Sequential cells grouped by signal name:
Scale bar: 50 microns. Other sequential cells in the stronger grey, the rest of the logic in the fainter grey.
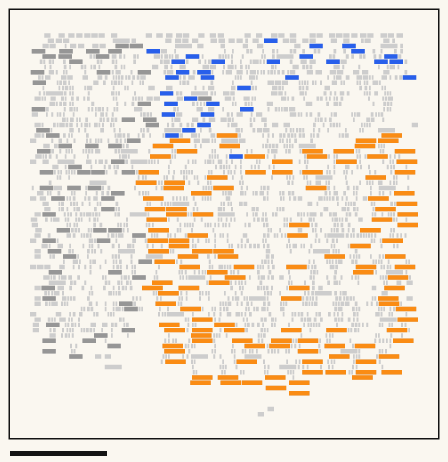
Gate-type map:
Scale bar: 50 microns.
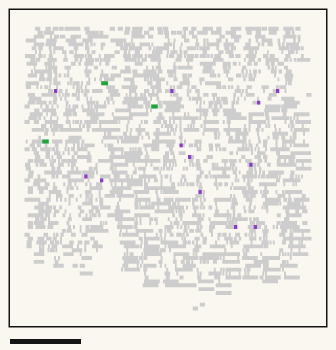
A small window of the routed layout:
Scale bar: 5 microns. Window x 101 to 121, y 145 to 165 microns. Cells in grey, sequential cells in the stronger grey; small squares are vias.
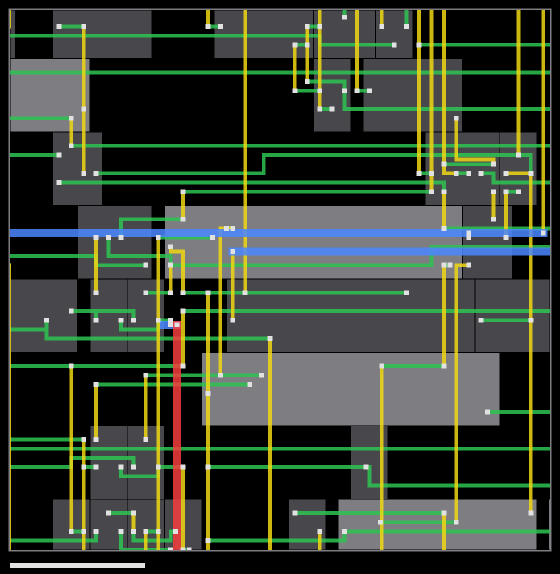
File: src/rtl/branch_pkg.sv
// Shared branch types: condition codes, 2-bit counter type and saturating helpers.
package branch_pkg;

  typedef enum logic [1:0] {
    NE   = 2'b00,
    ALU  = 2'b01,
    NALU = 2'b10,
    AL   = 2'b11
  } branch_cond_t;

  typedef logic [1:0] ctr2_t;

  localparam ctr2_t CtrMax = 2'b11;
  localparam ctr2_t CtrMin = 2'b00;

  function automatic ctr2_t sat_inc(input ctr2_t c);
    return (c == CtrMax) ? CtrMax : c + 2'd1;
  endfunction

  function automatic ctr2_t sat_dec(input ctr2_t c);
    return (c == CtrMin) ? CtrMin : c - 2'd1;
  endfunction

endpackage

File: src/rtl/bht_table.sv
// Branch history table: 2^IndexBits 2-bit counters, two async read ports,
// one synchronous write port, synchronous reset to ResetCtr.
module bht_table
  import branch_pkg::*;
#(
  parameter int unsigned IndexBits = 6,
  parameter ctr2_t       ResetCtr  = 2'b01
) (
  input  logic                 clk,
  input  logic                 rst,
  input  logic [IndexBits-1:0] rd_idx,
  output ctr2_t                rd_ctr,
  input  logic [IndexBits-1:0] ex_idx,
  output ctr2_t                ex_ctr,
  input  logic                 wr_en,
  input  ctr2_t                wr_ctr
);

  localparam int unsigned Entries = 2 ** IndexBits;

  ctr2_t table_q [Entries];

  // Reads see the stored value; a same-cycle write becomes visible next cycle.
  always_comb begin
    rd_ctr = table_q[rd_idx];
    ex_ctr = table_q[ex_idx];
  end

  // Counter storage with reset-to-weak and single write port at the EX index.
  always_ff @(posedge clk) begin
    if (rst) begin
      for (int unsigned i = 0; i < Entries; i++) begin
        table_q[i] <= ResetCtr;
      end
    end else if (wr_en) begin
      table_q[ex_idx] <= wr_ctr;
    end
  end

endmodule

File: src/rtl/branch_predictor.sv
// Direction predictor: counter table lookup in ID, training and registered
// mispredict/redirect generation from the EX-stage branch outcome.
module branch_predictor
  import branch_pkg::*;
#(
  parameter int unsigned WordSize  = 32,
  parameter int unsigned IndexBits = 6,
  parameter ctr2_t       ResetCtr  = 2'b01
) (
  input  logic                clk,
  input  logic                rst,
  input  logic [WordSize-1:0] id_pc,
  output logic                id_pred_taken,
  input  logic                ex_valid,
  input  logic                ex_stall,
  input  logic [1:0]          ex_cond,
  input  logic [WordSize-1:0] ex_pc,
  input  logic [WordSize-1:0] ex_target,
  input  logic                ex_pred_taken,
  input  logic                ex_branch_taken,
  output logic                mispredict,
  output logic [WordSize-1:0] redirect_pc,
  output logic [31:0]         branch_cnt,
  output logic [31:0]         mispred_cnt
);

  logic [IndexBits-1:0] id_idx;
  logic [IndexBits-1:0] ex_idx;
  ctr2_t                id_ctr;
  ctr2_t                ex_ctr;
  ctr2_t                ex_ctr_next;
  branch_cond_t         cond;
  logic                 resolve;
  logic                 wrong;
  logic                 train_taken;
  logic                 unused_pc_bits;

  assign id_idx = id_pc[IndexBits+1:2];
  assign ex_idx = ex_pc[IndexBits+1:2];
  assign cond   = branch_cond_t'(ex_cond);

  assign unused_pc_bits = ^{id_pc[WordSize-1:IndexBits+2], id_pc[1:0]};

  bht_table #(
    .IndexBits (IndexBits),
    .ResetCtr  (ResetCtr)
  ) u_bht (
    .clk    (clk),
    .rst    (rst),
    .rd_idx (id_idx),
    .rd_ctr (id_ctr),
    .ex_idx (ex_idx),
    .ex_ctr (ex_ctr),
    .wr_en  (resolve),
    .wr_ctr (ex_ctr_next)
  );

  assign id_pred_taken = id_ctr[1];

  // Resolve qualification; the ~mispredict term squashes the wrong-path shadow slot.
  always_comb begin
    resolve     = ex_valid & ~ex_stall & ~mispredict & (cond != NE);
    wrong       = ex_pred_taken != ex_branch_taken;
    train_taken = ex_branch_taken | (cond == AL);
    ex_ctr_next = train_taken ? sat_inc(ex_ctr) : sat_dec(ex_ctr);
  end

  // Mispredict pulse, redirect target and saturating statistics.
  always_ff @(posedge clk) begin
    if (rst) begin
      mispredict  <= 1'b0;
      redirect_pc <= '0;
      branch_cnt  <= '0;
      mispred_cnt <= '0;
    end else begin
      mispredict <= resolve & wrong;
      if (resolve) begin
        if (branch_cnt != '1) branch_cnt <= branch_cnt + 32'd1;
        if (wrong) begin
          if (mispred_cnt != '1) mispred_cnt <= mispred_cnt + 32'd1;
          redirect_pc <= ex_branch_taken ? ex_target : ex_pc + WordSize'(4);
        end
      end
    end
  end

endmodule

File: config.mk
export PLATFORM = sky130hd
export DESIGN_NAME = branch_predictor
export DESIGN_NICKNAME = d
export VERILOG_FILES = /design/src/rtl/branch_pkg.sv /design/src/rtl/bht_table.sv /design/src/rtl/branch_predictor.sv
export SDC_FILE = /design/constraint.sdc
export NUM_CORES = 1
export LEC_CHECK = 0
export ABC_AREA = 1
export CORE_MARGIN = 10
export CORE_UTILIZATION = 33
export CTS_BUF_LIST = sky130_fd_sc_hd__clkbuf_16
export CTS_CLUSTER_SIZE = 8
export DETAILED_ROUTE_END_ITERATION = 7
export GPL_TIMING_DRIVEN = 0
export HOLD_SLACK_MARGIN = 0.05
export PLACE_DENSITY_LB_ADDON = 0.12
export SLEW_MARGIN = 5
export SYNTH_ARGS = -nofsm -noshare
export SYNTH_HDL_FRONTEND = slang
export SYNTH_SLANG_ARGS = --single-unit
export TNS_END_PERCENT = 1
File: constraint.sdc
create_clock -name clk -period 3.6 [get_ports clk]
set_input_delay 0.54 -clock clk [delete_from_list [all_inputs] [get_ports clk]]
set_output_delay 0.54 -clock clk [all_outputs]
set_load 0.1 [all_outputs]
==> impl_metrics.py <==
# Synthesis and PnR figures
metrics = {
    "clocking": {
        "cts_resized": 11,
        "clockRootBuffer": "clkbuf_16",
        "clock_path_buffers": 3,
        "cts_setup_buffers": 0,
        "cts_buffers": 34,
        "postCtsHoldBufs": 0,
        "clock-sinks": 225,
        "htreeDepth": 2,
        "cts_tree": "done",
        "clkTransAtPathRegs_ns": 0.05,
        "clock_latency_ns": 0.52,
    },
    "worst_setup_path": {
        "slowest_delay_ns": 0.48,
        "crit_buf_inv": 4,
        "worstSetupStartpointType": "primary input",
        "reg2reg_slack_ns": 0.67,
        "reg2reg_from": "mispredict$_SDFF_PP0_",
        "critPathLaunch": "id_pc[2]",
        "cp_max_fo": 10,
        "end_kind": "primary output",
        "crit_type": "in -> out",
        "cp_cell_sequence": "clkdlybuf4s50_1, inv_1, clkbuf_2, nor2_1, o211ai_1, o211ai_1, nand3_1, nand3_1, nand2_1, clkbuf_4",
        "worst-path-stages": 10,
        "worstReg2RegEnd": "u_bht.table_q[58][0]$_SDFFCE_PN1P_",
        "critPathTopFamily": "buffers and inverters",
        "r2r_cells": 7,
        "critPathSlowestCell": "clkdlybuf4s50_1",
    },
    "job": {
        "drv_cap": 0,
        "tool_warnings": 52,
    },
    "min_path": {
        "hold_class": "reg -> reg",
        "holdPathStages": 2,
        "hold_end": "redirect_pc[31]$_SDFFE_PP0P_",
        "hp-start": "redirect_pc[31]$_SDFFE_PP0P_",
    },
    "final_timing": {
        "finalClockPeriodUsage": 0.9697,
        "setup_violations": 0,
        "worst_pin_slew_ns": 1.057,
        "layout_min_cycle_time_ns": 3.491,
        "fin_hold_ws_ns": 0.4681,
        "slew_headroom": 0.2930,
        "rsz0062_at_grt": "no",
        "tns_ns": 0,
        "slew_violations": 0,
        "hold_violations": 0,
        "fmaxAchievable_mhz": 286.5,
        "fin_worst_skew_ns": 0.01838,
        "setup_ws_ns": 0.1090,
    },
    "synthesis": {
        "synth_flops": 225,
        "ys_seq_frac": 0.4328,
        "ys.warnings.count": 0,
        "syn_inst": 1976,
        "top_area_cell": "edfxtp_1",
        "ys_cells": 1976,
        "syn_area_sq_um": 13370,
        "ys_top_cells_by_area": "edfxtp_1 (29%), nand2_1 (19%), dfxtp_1 (15%)",
        "synth.area.mux_share": 0,
        "synth.top_cell.area_share": 0.2876,
        "synth_top_flop_cell": "edfxtp_1",
        "synthTopCellsByCount": "nand2_1 (666), nor2_1 (301), inv_1 (237)",
        "edf_count": 128,
        "top_cell": "nand2_1",
        "simple_gate_area_frac": 0.3486,
        "synth.comb.largest_family": "simple AND/OR/NAND/NOR gates",
        "xor_share": 0.02555,
        "compound_area_frac": 0.09117,
        "syn_nets": 2083,
        "ys_types": 39,
        "async_flop_share": 0,
        "post_synth.cell_area_avg_sq_um": 6.764,
    },
    "floorplanning": {
        "core_sq_um": 39910,
        "die_y_microns": 221.3,
        "dieArea_sq_um": 48950,
        "fp.dieW_microns": 221.3,
        "pin_count": 202,
        "fp_util": 0.3349,
        "rows": 73,
    },
    "finish": {
        "fin_area_sq_um": 16690,
        "layout-drive-gt1-share": 0.04229,
        "nets": 2290,
        "regMostFlops": "u_bht.table_q",
        "largest_reg_flops": 128,
        "synthToLayoutAreaGrowth_pct": 24.87,
        "final_cell_mix": "nand2_1 (666), nor2_1 (301), inv_1 (252)",
    },
    "route": {
        "vias_per_cell": 5.053,
        "drc": 0,
        "wl_per_cell_microns": 19.80,
        "drt_wl_total_mm": 53.99,
        "drt_iter0_drc": 1109,
        "ant_nets": 0,
        "firstDrtPassIters": 5,
        "vias": 13775,
    },
    "pwr": {
        "power.group.top": "the clock network",
        "vdd_drop_max_mv": 0.2485,
        "p_switching_mw": 1.944,
        "seq_power_share": 0.417,
        "clk-power_mw": 2.89,
        "p_leak_nw": 6.433,
        "powerDensity_nw_per_um2": 402.9,
        "p_sw_frac": 0.2891,
        "pwr-share-clk": 0.430,
        "fin_total_pwr_mw": 6.725,
    },
    "placed_design": {
        "dp_hpwl_mm": 40.12,
        "gp_congestion": 0.9389,
        "place_area_sq_um": 15740,
    },
    "grt": {
        "grt_max_degree": 11,
        "grt_overflow": 0,
        "grt_pass1_wl_mm": 81.21,
        "grt_use_total": 0.2117,
        "grt_pass1_vias": 13472,
        "antenna_found_initial": 2,
    },
    "outcome": {
        "outcome": "finished, final reports clean",
    },
}
Notes on 'sequential cells grouped by signal name' above:
u_bht.table_q -> orange  # sequential cells 128
redirect_pc -> blue  # sequential cells 32
flop share of the area: 0.3466
post-layout util: 0.4182

Notes on 'gate-type map' above:
fa/ha/maj cells -> green  # cells 3, most used ha_1
and/or cells -> purple  # cells 12, most used or2_1
most instantiated logic cell after routing: nand2_1
final cell count without fillers: 2726

Notes on 'a small window of the routed layout' above:
M4 -> red
M2 -> yellow
M1 -> green
M3 -> blue
most frequent = nand2_1 (6), clkdlybuf4s50_1 (4), nor2_1 (3)
netlist names of flops here include = u_bht.table_q (2), redirect_pc (1)
sequential cells in the window = 3
cells with their middle in the window = 27

[final cells by class]
type	count	area [sq um]	share of cell area
multi-input cells	1424	6257	0.3749
flip-flops and latches	225	5786	0.3466
repair buffers	171	1709	0.1024
inverters	243	912.1	0.05465
clock buffers	35	875.8	0.05247
well taps	525	656.9	0.03936
plain buffers	84	420.4	0.02519
clock inverters	17	68.82	0.004123
diodes	2	5.005	0.0002999
[routing by layer]
layer | track usage | wire (microns)
met4 | 0.06759 | 1569
met5 | 0 | 0
met2 | 0.3528 | 25460
met1 | 0.2742 | 23610
met3 | 0.03296 | 3342
[worst reg2reg max path: stages, from the launching register on]
cell	delay (ns)
dfxtp_1	0.34
nor3b_1	0.23
o21ai_0	0.40
nor2_1	0.40
nand3_1	0.69
nor2_1	0.37
inv_1	0.09
nand2_1	0.11
No activity file was given, so power comes from the tool's default toggle rates.
